Design delay_meas_ctrl, sky130hd; sources not shown.
Fig. 1: run 1, logic cells by family
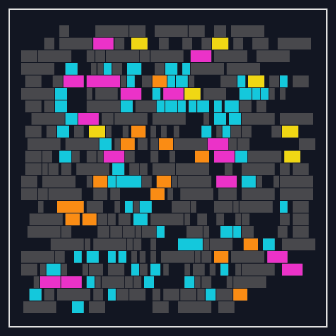
Key: xor and xnor cells = orange [cells 14]; mux cells = yellow [cells 7]; aoi and oai cells = cyan [cells 61]; fa/ha/maj cells = magenta [cells 15]
Top cell excl fill/tap: dfxtp_1
Comb area share: 0.4896
Non-Filler Instances: 357

Fig. 2: run 1, sequential cells grouped by signal name
Other sequential cells in the stronger grey, the rest of the logic in the fainter grey.
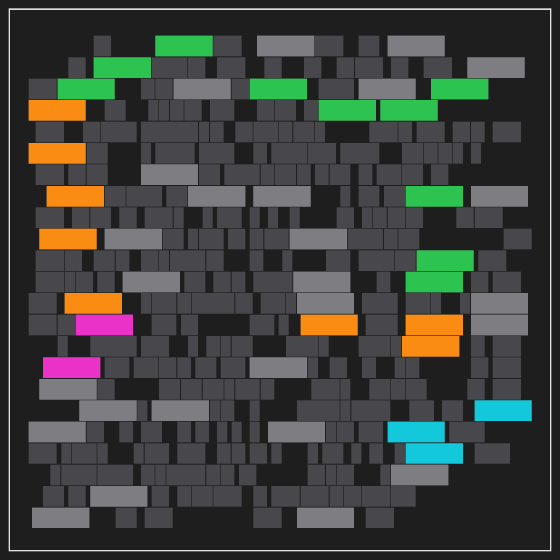
Key: `last_sample` = orange [placed flops 8]; `u_echo_sync/r_sync` = magenta [placed flops 2]; `r_acc` = green [placed flops 10]; `r_trial` = cyan [placed flops 3]
Another 26 sequential cells are not coloured.
register area: 980.9 sq um
flop share of the area: 0.3388

Fig. 3: run 1, clock wires, drivers and flops
Bar = 20 um.
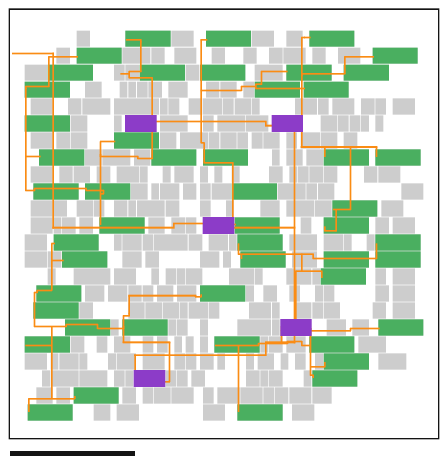
Key: flip-flops = green [count 49]; clock wires = orange [length 592 um]; clock-net drivers = purple [count 5]
There are 6 routed clock nets. Position of the flops: spread over the die.
skew final: 7.631 ps
Latency at later pin: 310 ps
Clk pwr share: 0.352
P_clk: 0.250 mW

==> qor.yml, run 1 <==
yosys:
  synth-main-ff-cell: "dfxtp_1"
  adder_share: 0.07820
  aoi_share: 0.2035
  simple_gate_share: 0.2060
  ys_cells: 274
  yosys-stat-area_sq_mm: 0.002496
  synth-edff-count: 0
run_status:
  status: "finished, final reports clean"
clock_tree:
  h-tree-depth: 2
  cts_resized: 0
sta:
  hold_viol_final: 0
  rsz0062_at_grt: "false"
  fin_crit_sh: 0.4957
  maxSlewViolCount: 0
setup_path:
  max_stage_delay_ps: 550
  required_ps: 4230
  crit_type: "flip-flop to primary output"
global_route:
  grtUsageMet2: 0.4219
  grt_max_degree: 16
routing:
  drtIter0Drc: 188
  vias: 2105
  dr.pass1.iters: 4
placement:
  hpwlAfterDp_mm: 3.980
pwr:
  fin_total_pwr_mw: 0.7103
## run 1: layout make-up
cell class              instances  area share
multi-input cells             200      0.4896
flip-flops and latches         49      0.3388
repair buffers                 25     0.08643
clock buffers                   5     0.02377
well taps                      50     0.02161
plain buffers                  13     0.01815
inverters                      12     0.01556
clock inverters                 3    0.006050
## run 1: metrics by stage
stage / utilization / instance area (sq um) / setup slack (ps)
floorplan: - / 2496 / 2752
global placement: 0.7022 / 2809 / 2431
detailed placement: 0.7022 / 2809 / 2358
CTS: 0.7238 / 2895 / 2350
global route: 0.7238 / 2895 / 2196
finish: 0.7238 / 2895 / 2370
## run 1: where the power goes
group          switching, mW  internal (mW)  leakage (nW)
logic                 0.0225         0.0166         0.669
clock network          0.147          0.103        0.0439
registers            0.00308          0.418         0.396
## Run 2: what changed since run 1
--- a/config.mk
+++ b/config.mk
@@ -7,11 +7,11 @@
 export LEC_CHECK = 0
 export CAP_MARGIN = 40
 export CORE_MARGIN = 2
-export CORE_UTILIZATION = 60
+export CORE_UTILIZATION = 53
 export CTS_BUF_LIST = sky130_fd_sc_hd__clkbuf_4 sky130_fd_sc_hd__clkbuf_8
 export DETAILED_ROUTE_END_ITERATION = 10
 export GPL_TIMING_DRIVEN = 0
-export PLACE_DENSITY = 0.84
+export PLACE_DENSITY = 0.78
 export SETUP_SLACK_MARGIN = 0.02
 export SLEW_MARGIN = 40
 export SYNTH_ARGS = -nofsm -noshare
==> constraint.sdc (replaced) <==
create_clock -name clk -period 2.1 [get_ports clk]
set_input_delay 0.21 -clock clk [delete_from_list [all_inputs] [get_ports clk]]
set_output_delay 0.21 -clock clk [all_outputs]
set_load 0.01 [all_outputs]
==> qor.yml, run 2 <==
sta:
  fin_crit_sh: 0.9518
  fin_ws_ps: 101.1
pwr:
  clockPowerShare: 0.405
  fin_total_pwr_mw: 1.727
  p_seq_frac: 0.545
  swShare: 0.2050
final_layout:
  stdcell_count: 360
  n_clock_buffer: 7
  num-nonclk-buffers: 39
  design_area_sq_mm: 0.002977
routing:
  dr.pass1.iters: 5
  drtIter0Drc: 172
  vias: 2112
yosys:
  simple_gate_share: 0.2060
  yosys-stat-area_sq_mm: 0.002496
  adder_share: 0.07820
  synth-main-ff-cell: "dfxtp_1"
run_status:
  status: "finished, final reports clean"
placement:
  postPlaceCellArea_sq_mm: 0.002811
clock_tree:
  clk_latency_ps: 300
[run 2: cell counts after synthesis]
Identical to the previous run, type by type.
[run 2: worst max-delay path: cells and delay by family, from the launching register on]
family,cells,cell delay [ps]
adder cells (fa/ha/maj),2,550
AND/OR/NAND/NOR,2,490
AND-OR/OR-AND,3,460
flip-flops,1,380
buffers and inverters,1,60
[run 2: layer usage]
| metal | wire length [um] | vias to the layer above | track usage |
|---|---|---|---|
| met2 | 2434 | 54 | 0.3293 |
| met3 | 238 | 7 | 0.04420 |
| met1 | 2619 | 1004 | 0.3017 |
| li1 | - | 1047 | - |
| met5 | 0 | - | 0 |
| met4 | 53 | 0 | 0.06790 |
Fig. 4: run 2, clock wiring as the flow saved it
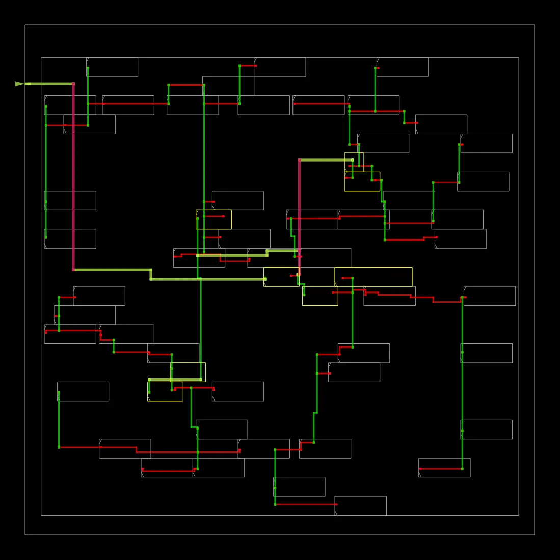
Sink Count: 49
Num CTS Buffers: 5
skew final: 4.322 ps
registers: 49
P_clk: 0.700 mW

Fig. 5: run 2, sequential cells grouped by signal name
Other sequential cells in the stronger grey, the rest of the logic in the fainter grey.
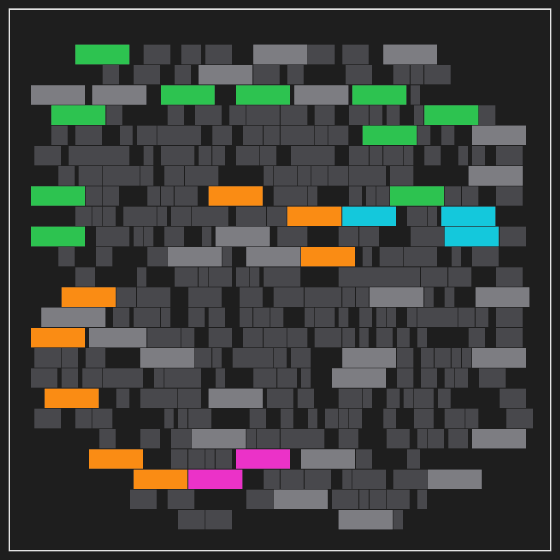
Key: `u_echo_sync/r_sync` = magenta [placed flops 2]; `r_acc` = green [placed flops 10]; `last_sample` = orange [placed flops 8]; `r_trial` = cyan [placed flops 3]
Another 26 sequential cells are not coloured.
final core utilization: 0.6698
Flop+latch power: 0.941 mW
register area: 985.9 sq um

## Run 3: what changed since run 2
--- a/config.mk
+++ b/config.mk
@@ -5,6 +5,7 @@
 export SDC_FILE = /design/constraint.sdc
 export NUM_CORES = 1
 export LEC_CHECK = 0
+export ABC_AREA = 1
 export CAP_MARGIN = 40
 export CORE_MARGIN = 2
 export CORE_UTILIZATION = 53
==> qor.yml, run 3 <==
routing:
  met3_length_um: 283
  dr.pass1.iters: 5
  drt-met1-wl_mm: 2.947
  vias: 2613
yosys:
  synth-edff-count: 0
  simple_gate_share: 0.3674
setup_path:
  cp.depth: 3
  required_ps: 1890
  path_delay_family: "buffers and inverters"
  cp_num_buf_inv: 2
clock_tree:
  cts_resized: 0
  cts_buffers: 5
  clk_latency_ps: 310
pwr:
  p_int_mw: 1.401
  p_switching_mw: 0.4363
  clockPowerShare: 0.390
  p_seq_frac: 0.519
  fin_total_pwr_mw: 1.837
sta:
  fin_ws_ps: 197.5
  maxSlewViolCount: 0
  fin_crit_sh: 0.9059
  hold_viol_final: 0
  rsz0062_at_grt: "false"
  finClkSkew_ps: 6.714
final_layout:
  stdcell_count: 504
run_status:
  status: "finished, final reports clean"
global_route:
  grt_max_degree: 15
==> run 3: routing by layer <==
layer	vias up	global-route usage
li1	1355	-
met1	1188	0.3183
met2	62	0.4010
met3	8	0.04101
met4	0	0.06238
met5	-	0
==> run 3: power groups by stage <==
stage                     sequential (mW)  combinational, mW  clock, mW
final                               0.953              0.166      0.717
after global routing                0.956              0.185      0.761
after CTS                           0.953              0.166      0.723
after detailed placement            0.975              0.164          0
after global placement              0.975              0.162          0
after floorplan                     0.978              0.106          0
==> run 3: final cells by class <==
cell class,instances,area [sq um],area share
inverter,53,200.2,0.06339
clock inverter,1,30.03,0.009509
timing repair buffer,25,250.2,0.07924
clock buffer,7,90.09,0.02853
tap,67,83.83,0.02655
buffer,5,27.53,0.008716
multi-input combinational,297,1495,0.4735
sequential,49,980.9,0.3106
Fig. 6: run 3, placed cells, one colour a class
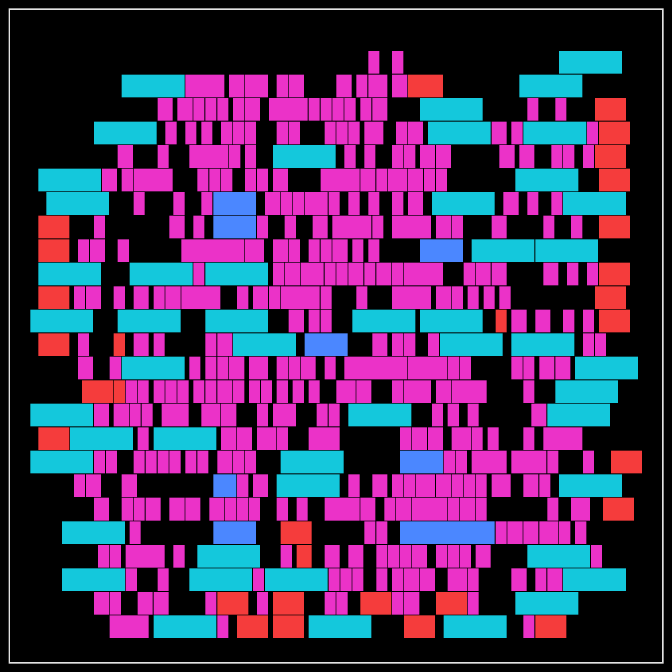
Key: remaining buffers and delay cells = red [cells 30, share of their area 9.0%]; clock drivers and dummy loads = blue [cells 8, share of their area 3.9%]; remaining logic cells = magenta [cells 350, share of their area 55%]; registers = cyan [cells 49, share of their area 32%]
Std-Cell Rows: 25
fin area: 0.003158 sq mm
flop share of the area: 0.3106
final core utilization: 0.6556

Fig. 7: run 3, sequential cells grouped by signal name
Other sequential cells in the stronger grey, the rest of the logic in the fainter grey.
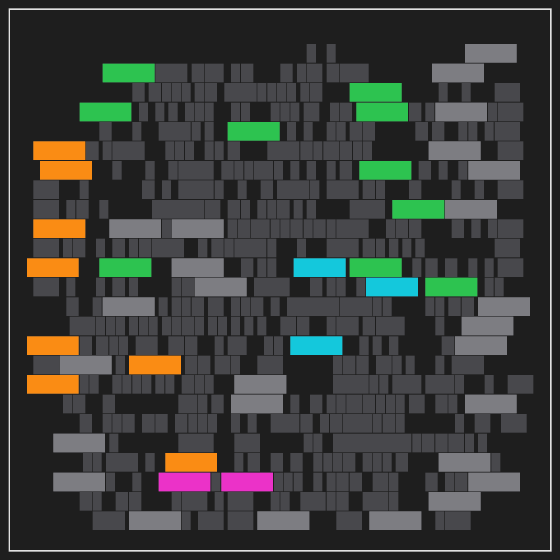
Key: `r_acc` = green [placed flops 10]; `last_sample` = orange [placed flops 8]; `r_trial` = cyan [placed flops 3]; `u_echo_sync/r_sync` = magenta [placed flops 2]
Another 26 sequential cells are not coloured.
register area: 980.9 sq um
Flop+latch power: 0.953 mW

Power figures rest on the tool's default switching activity, not on a simulated workload.
